met4.png
Cells faint in the background.
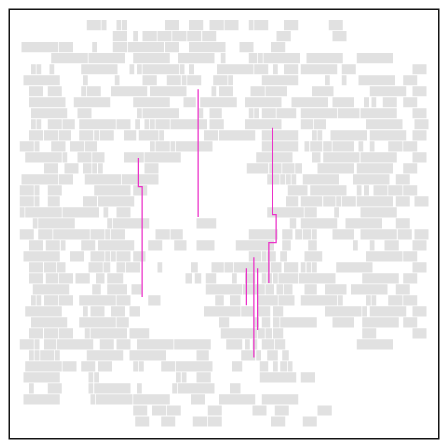
final_congestion.png
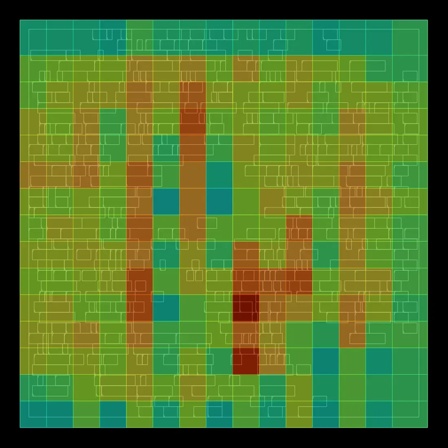
pins.png
Pins as bars across the die edge, other pins in gray.
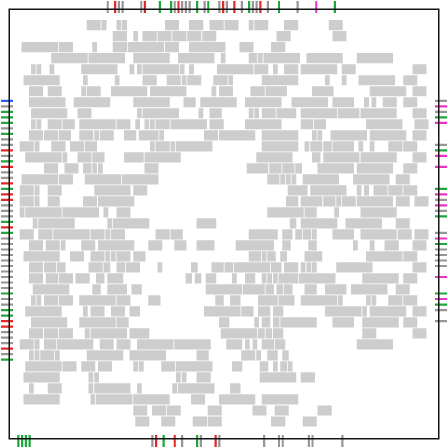
registers.png
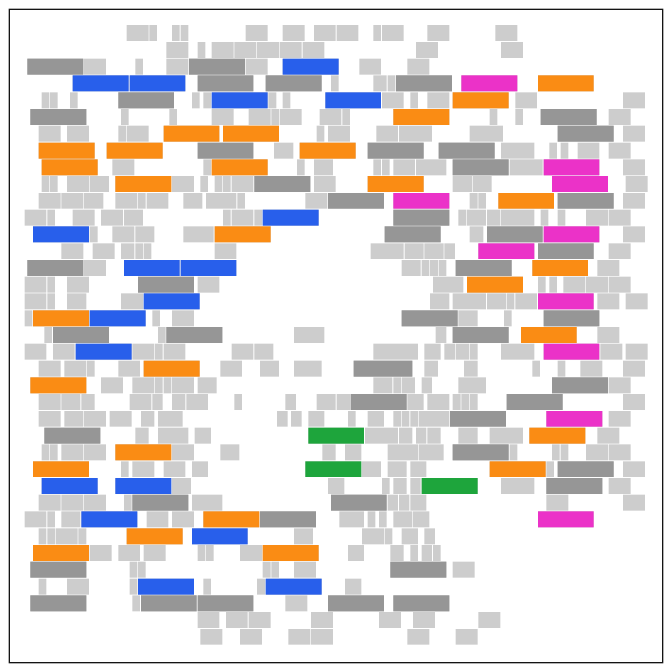
clock_map.png
Bar = 20 um.
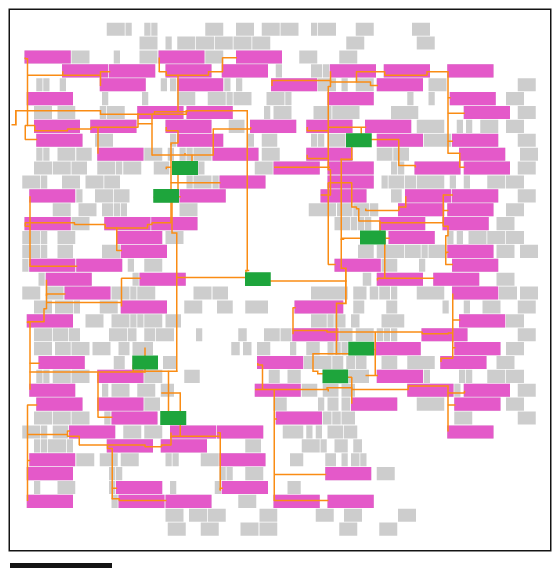
===== config.mk =====
export PLATFORM = sky130hd
export DESIGN_NAME = cache_tag_ctrl
export DESIGN_NICKNAME = d
export VERILOG_FILES = /design/src/rtl/cache_tag_ctrl.sv
export SDC_FILE = /design/constraint.sdc
export NUM_CORES = 1
export LEC_CHECK = 0
export CORE_MARGIN = 2
export CORE_UTILIZATION = 40
export CTS_CLUSTER_SIZE = 40
export DETAILED_ROUTE_END_ITERATION = 10
export PLACE_DENSITY = 0.7
export SYNTH_ARGS = -nofsm -noshare
export SYNTH_HDL_FRONTEND = slang
export SYNTH_SLANG_ARGS = --single-unit

===== constraint.sdc =====
create_clock -name clk -period 7.3 [get_ports clk]
set_input_delay 1.095 -clock clk [delete_from_list [all_inputs] [get_ports clk]]
set_output_delay 1.095 -clock clk [all_outputs]
set_load 0.01 [all_outputs]

===== src/rtl/cache_tag_ctrl.sv =====
// cache_tag_ctrl: lookup/fill controller on the initiator side of a tag RAM.
//   CPU side : cpu_req_* (valid/ready/addr) in, cpu_resp_* (valid/ready/hit) out
//   Refill   : refill_valid/ready/addr request out, refill_done pulse in
//   Flush    : flush_req pulse in, flush_busy out (also runs after reset)
//   Tag RAM  : tag_req_index/we + tag_write_valid/tag out,
//              tag_read_valid/tag in (registered, one cycle after the index edge)
// Every output is a flop, so all outputs are 0 while rst is high.
module cache_tag_ctrl #(
  parameter  int ADDR_W   = 32,
  parameter  int INDEX_W  = 10,
  parameter  int OFFSET_W = 4,
  localparam int TAG_W    = ADDR_W - INDEX_W - OFFSET_W
) (
  input  logic               clk,
  input  logic               rst,
  input  logic               cpu_req_valid,
  output logic               cpu_req_ready,
  input  logic [ADDR_W-1:0]  cpu_req_addr,
  output logic               cpu_resp_valid,
  input  logic               cpu_resp_ready,
  output logic               cpu_resp_hit,
  output logic               refill_valid,
  input  logic               refill_ready,
  output logic [ADDR_W-1:0]  refill_addr,
  input  logic               refill_done,
  input  logic               flush_req,
  output logic               flush_busy,
  output logic [INDEX_W-1:0] tag_req_index,
  output logic               tag_req_we,
  output logic               tag_write_valid,
  output logic [TAG_W-1:0]   tag_write_tag,
  input  logic               tag_read_valid,
  input  logic [TAG_W-1:0]   tag_read_tag
);

  typedef enum logic [2:0] {
    IDLE, LOOKUP, COMPARE, REFILL_REQ, REFILL_WAIT, TAG_WRITE, RESP, FLUSH
  } state_t;

  state_t              state_q, state_d;
  logic [ADDR_W-1:0]   addr_q, addr_d;
  logic [INDEX_W-1:0]  flush_cnt_q, flush_cnt_d;
  logic                flush_pending_q, flush_pending_d;
  logic                hit_q, hit_d;

  logic                cpu_req_ready_q, cpu_req_ready_d;
  logic                cpu_resp_valid_q, cpu_resp_valid_d;
  logic                cpu_resp_hit_q, cpu_resp_hit_d;
  logic                refill_valid_q, refill_valid_d;
  logic [ADDR_W-1:0]   refill_addr_q, refill_addr_d;
  logic                flush_busy_q, flush_busy_d;
  logic [INDEX_W-1:0]  tag_req_index_q, tag_req_index_d;
  logic                tag_req_we_q, tag_req_we_d;
  logic                tag_write_valid_q, tag_write_valid_d;
  logic [TAG_W-1:0]    tag_write_tag_q, tag_write_tag_d;

  logic [TAG_W-1:0]    tag_d;
  logic [INDEX_W-1:0]  index_d;

  always_comb begin
    state_d         = state_q;
    addr_d          = addr_q;
    flush_cnt_d     = flush_cnt_q;
    flush_pending_d = flush_pending_q;
    hit_d           = hit_q;

    // A flush request outside FLUSH is remembered; any in-flight lookup
    // finishes first and IDLE then picks it up ahead of new requests.
    if (flush_req && state_q != FLUSH) flush_pending_d = 1'b1;

    unique case (state_q)
      IDLE: begin
        if (flush_pending_q) begin
          state_d = FLUSH;
        end else if (cpu_req_valid && cpu_req_ready_q) begin
          addr_d  = cpu_req_addr;
          state_d = LOOKUP;
        end
      end
      LOOKUP:  state_d = COMPARE;
      COMPARE: begin
        hit_d   = tag_read_valid && (tag_read_tag == addr_q[ADDR_W-1 -: TAG_W]);
        state_d = hit_d ? RESP : REFILL_REQ;
      end
      REFILL_REQ:  if (refill_ready) state_d = REFILL_WAIT;
      REFILL_WAIT: if (refill_done)  state_d = TAG_WRITE;
      TAG_WRITE: begin
        hit_d   = 1'b0;
        state_d = RESP;
      end
      RESP: if (cpu_resp_valid_q && cpu_resp_ready) state_d = IDLE;
      FLUSH: begin
        flush_cnt_d = flush_cnt_q + 1'b1;
        if (flush_cnt_q == '1) begin
          flush_pending_d = 1'b0;
          state_d         = IDLE;
        end
      end
      default: state_d = IDLE;
    endcase

    tag_d   = addr_d[ADDR_W-1 -: TAG_W];
    index_d = addr_d[OFFSET_W +: INDEX_W];

    // Outputs are registered from the next state so they line up with it,
    // except the response: it is loaded from the current RESP state, which
    // gives the response register its own cycle after COMPARE/TAG_WRITE.
    cpu_req_ready_d   = (state_d == IDLE) && !flush_pending_d;
    cpu_resp_valid_d  = (state_q == RESP) && !(cpu_resp_valid_q && cpu_resp_ready);
    cpu_resp_hit_d    = cpu_resp_valid_d && hit_q;
    refill_valid_d    = (state_d == REFILL_REQ);
    refill_addr_d     = refill_valid_d ? {tag_d, index_d, {OFFSET_W{1'b0}}} : '0;
    tag_req_index_d   = (state_d == FLUSH) ? flush_cnt_d : index_d;
    tag_req_we_d      = (state_d == TAG_WRITE) || (state_d == FLUSH);
    tag_write_valid_d = (state_d == TAG_WRITE);
    tag_write_tag_d   = tag_write_valid_d ? tag_d : '0;
    flush_busy_d      = flush_pending_d || (state_d == FLUSH);
  end

  always_ff @(posedge clk or posedge rst) begin
    if (rst) begin
      state_q           <= IDLE;
      addr_q            <= '0;
      flush_cnt_q       <= '0;
      flush_pending_q   <= 1'b1;
      hit_q             <= 1'b0;
      cpu_req_ready_q   <= 1'b0;
      cpu_resp_valid_q  <= 1'b0;
      cpu_resp_hit_q    <= 1'b0;
      refill_valid_q    <= 1'b0;
      refill_addr_q     <= '0;
      flush_busy_q      <= 1'b0;
      tag_req_index_q   <= '0;
      tag_req_we_q      <= 1'b0;
      tag_write_valid_q <= 1'b0;
      tag_write_tag_q   <= '0;
    end else begin
      state_q           <= state_d;
      addr_q            <= addr_d;
      flush_cnt_q       <= flush_cnt_d;
      flush_pending_q   <= flush_pending_d;
      hit_q             <= hit_d;
      cpu_req_ready_q   <= cpu_req_ready_d;
      cpu_resp_valid_q  <= cpu_resp_valid_d;
      cpu_resp_hit_q    <= cpu_resp_hit_d;
      refill_valid_q    <= refill_valid_d;
      refill_addr_q     <= refill_addr_d;
      flush_busy_q      <= flush_busy_d;
      tag_req_index_q   <= tag_req_index_d;
      tag_req_we_q      <= tag_req_we_d;
      tag_write_valid_q <= tag_write_valid_d;
      tag_write_tag_q   <= tag_write_tag_d;
    end
  end

  assign cpu_req_ready   = cpu_req_ready_q;
  assign cpu_resp_valid  = cpu_resp_valid_q;
  assign cpu_resp_hit    = cpu_resp_hit_q;
  assign refill_valid    = refill_valid_q;
  assign refill_addr     = refill_addr_q;
  assign flush_busy      = flush_busy_q;
  assign tag_req_index   = tag_req_index_q;
  assign tag_req_we      = tag_req_we_q;
  assign tag_write_valid = tag_write_valid_q;
  assign tag_write_tag   = tag_write_tag_q;

endmodule


==> flow_summary.yaml <==
# physical design summary
timing:
  rsz0062_at_grt: "no"
  skew_ns: 0.0152
  setup_tns_ns: 0
  holdWs_ns: 0.510
drt:
  wl_met3_um: 916
  post-route-drc-count: 0
  postRouteAntennaNets: 0
global_route:
  grt_pass1_vias: 3011
  busiest_layer: "met2"
  grt_overflow: 0
floorplanning:
  fp_util_pct: 40.7
  rows: 37
  die-area_um2: 11200
synthesis:
  ys.flop_type: "dfrtp_1"
  ys_warn_count: 0
  synth_area_leader_cell: "dfrtp_1"
  synth_chip_area_um2: 4140
  syn_area_um2: 4140
hold_path:
  min_from: "addr_q[7]"
clock_tree:
  clkSinkCount: 106
run_status:
  status: "finished, final reports clean"
pwr:
  total_power_uw: 977
job:
  cap_viol_max_count: 0
## Picture notes: met4.png
5 nets have wire on it. The longest straight run is 31.3 um.

## Picture notes: final_congestion.png
met1 Usage GRT: 19.9%
GRT met2 Usage: 27.6%
per-cell routed wire length: 14.9 um

## Picture notes: pins.png
`cpu_req_addr`: in green, pins 32, direction input, edge 12 left, 7 right, 7 top, 6 bottom. `clk`: in blue, pins 1, direction input, edge left. `tag_req_index`: in magenta, pins 10, direction output, edge 9 right, 1 top. `tag_write_tag`: in red, pins 18, direction output, edge 9 left, 6 top, 3 bottom.
All pins by edge: 48 left, 30 top, 28 right, 19 bottom.

## Picture notes: registers.png
`state_q`: in green, sequential cells 3. `addr_q`: in orange, sequential cells 28, where all over the die. `tag_req_index`: in magenta, sequential cells 10. `tag_write_tag`: in blue, sequential cells 18.

## Picture notes: clock_map.png
clock wires: in orange, length 1,130 um. cells driving clock nets: in green, count 9. flip-flops: in magenta, count 106.
There are 10 routed clock nets. Position of the flops: all over the die.

==> layout by cell type, fill, tap and decap left out, types with 9 or more instances in the layout <==
cell type	count
clkbuf_8	9
clkdlybuf4s50_1	116
dfrtp_1	105
inv_1	34
mux2_4	10
mux2i_1	28
nand2_1	15
nor2_1	52
xnor2_1	18
==> cell families (layout without fill, tap and decap cells) <==
family,Yosys count,count (layout),share of synthesized area (%)
XOR/XNOR,24,24,5.08
AND/OR/NAND/NOR,99,99,11.2
buffers and inverters,49,169,4.96
AND-OR/OR-AND,21,21,3.90
other,1,4,0.0905
flip-flops,106,106,64.1
adder cells (fa/ha/maj),1,1,0.302
multiplexers,38,38,10.4
==> sequential cells by signal, summed over array words and instances (netlist names) <==
name	count
tag_write_valid	1
tag_req_we	1
tag_req_index	10
state_q	3
hit_q	1
flush_busy	1
flush_cnt_q	10
refill_valid	1
cpu_resp_hit	1
cpu_req_ready	1
addr_q	28
refill_addr	28
cpu_resp_valid	1
flush_pending_q	1
tag_write_tag	18
==> through the flow <==
stage          area (um^2)  instances
2_1_floorplan         4150        342
3_3_place_gp          5440        582
3_5_place_dp          5440        582
4_1_cts               5620        598
5_1_grt               5620        598
6_report              5620        598
==> final cells by class <==
class                   instances  area (um^2)
fillers                       889         4570
flip-flops and latches        106         2650
multi-input cells             187         1300
repair buffers                118         1180
well taps                     136          170
inverters                      35          134
clock buffers                  10          128
clock inverters                 6         56.3
==> report_power, final <==
part | switching [uW] | internal [uW]
sequential | 0 | 587
clock | 208 | 132
combinational | 20.9 | 29.0
==> critical path, stage by stage <==
cell and delay, ns:
clkdlybuf4s50_1 0.49, xnor2_1 0.13, nand4_1 0.13, nor3_1 0.36, nand3_1 0.21, o2111ai_2 0.77
buf_4 0.37, nor2_1 0.07
No activity file was given, so power comes from the tool's default toggle rates.
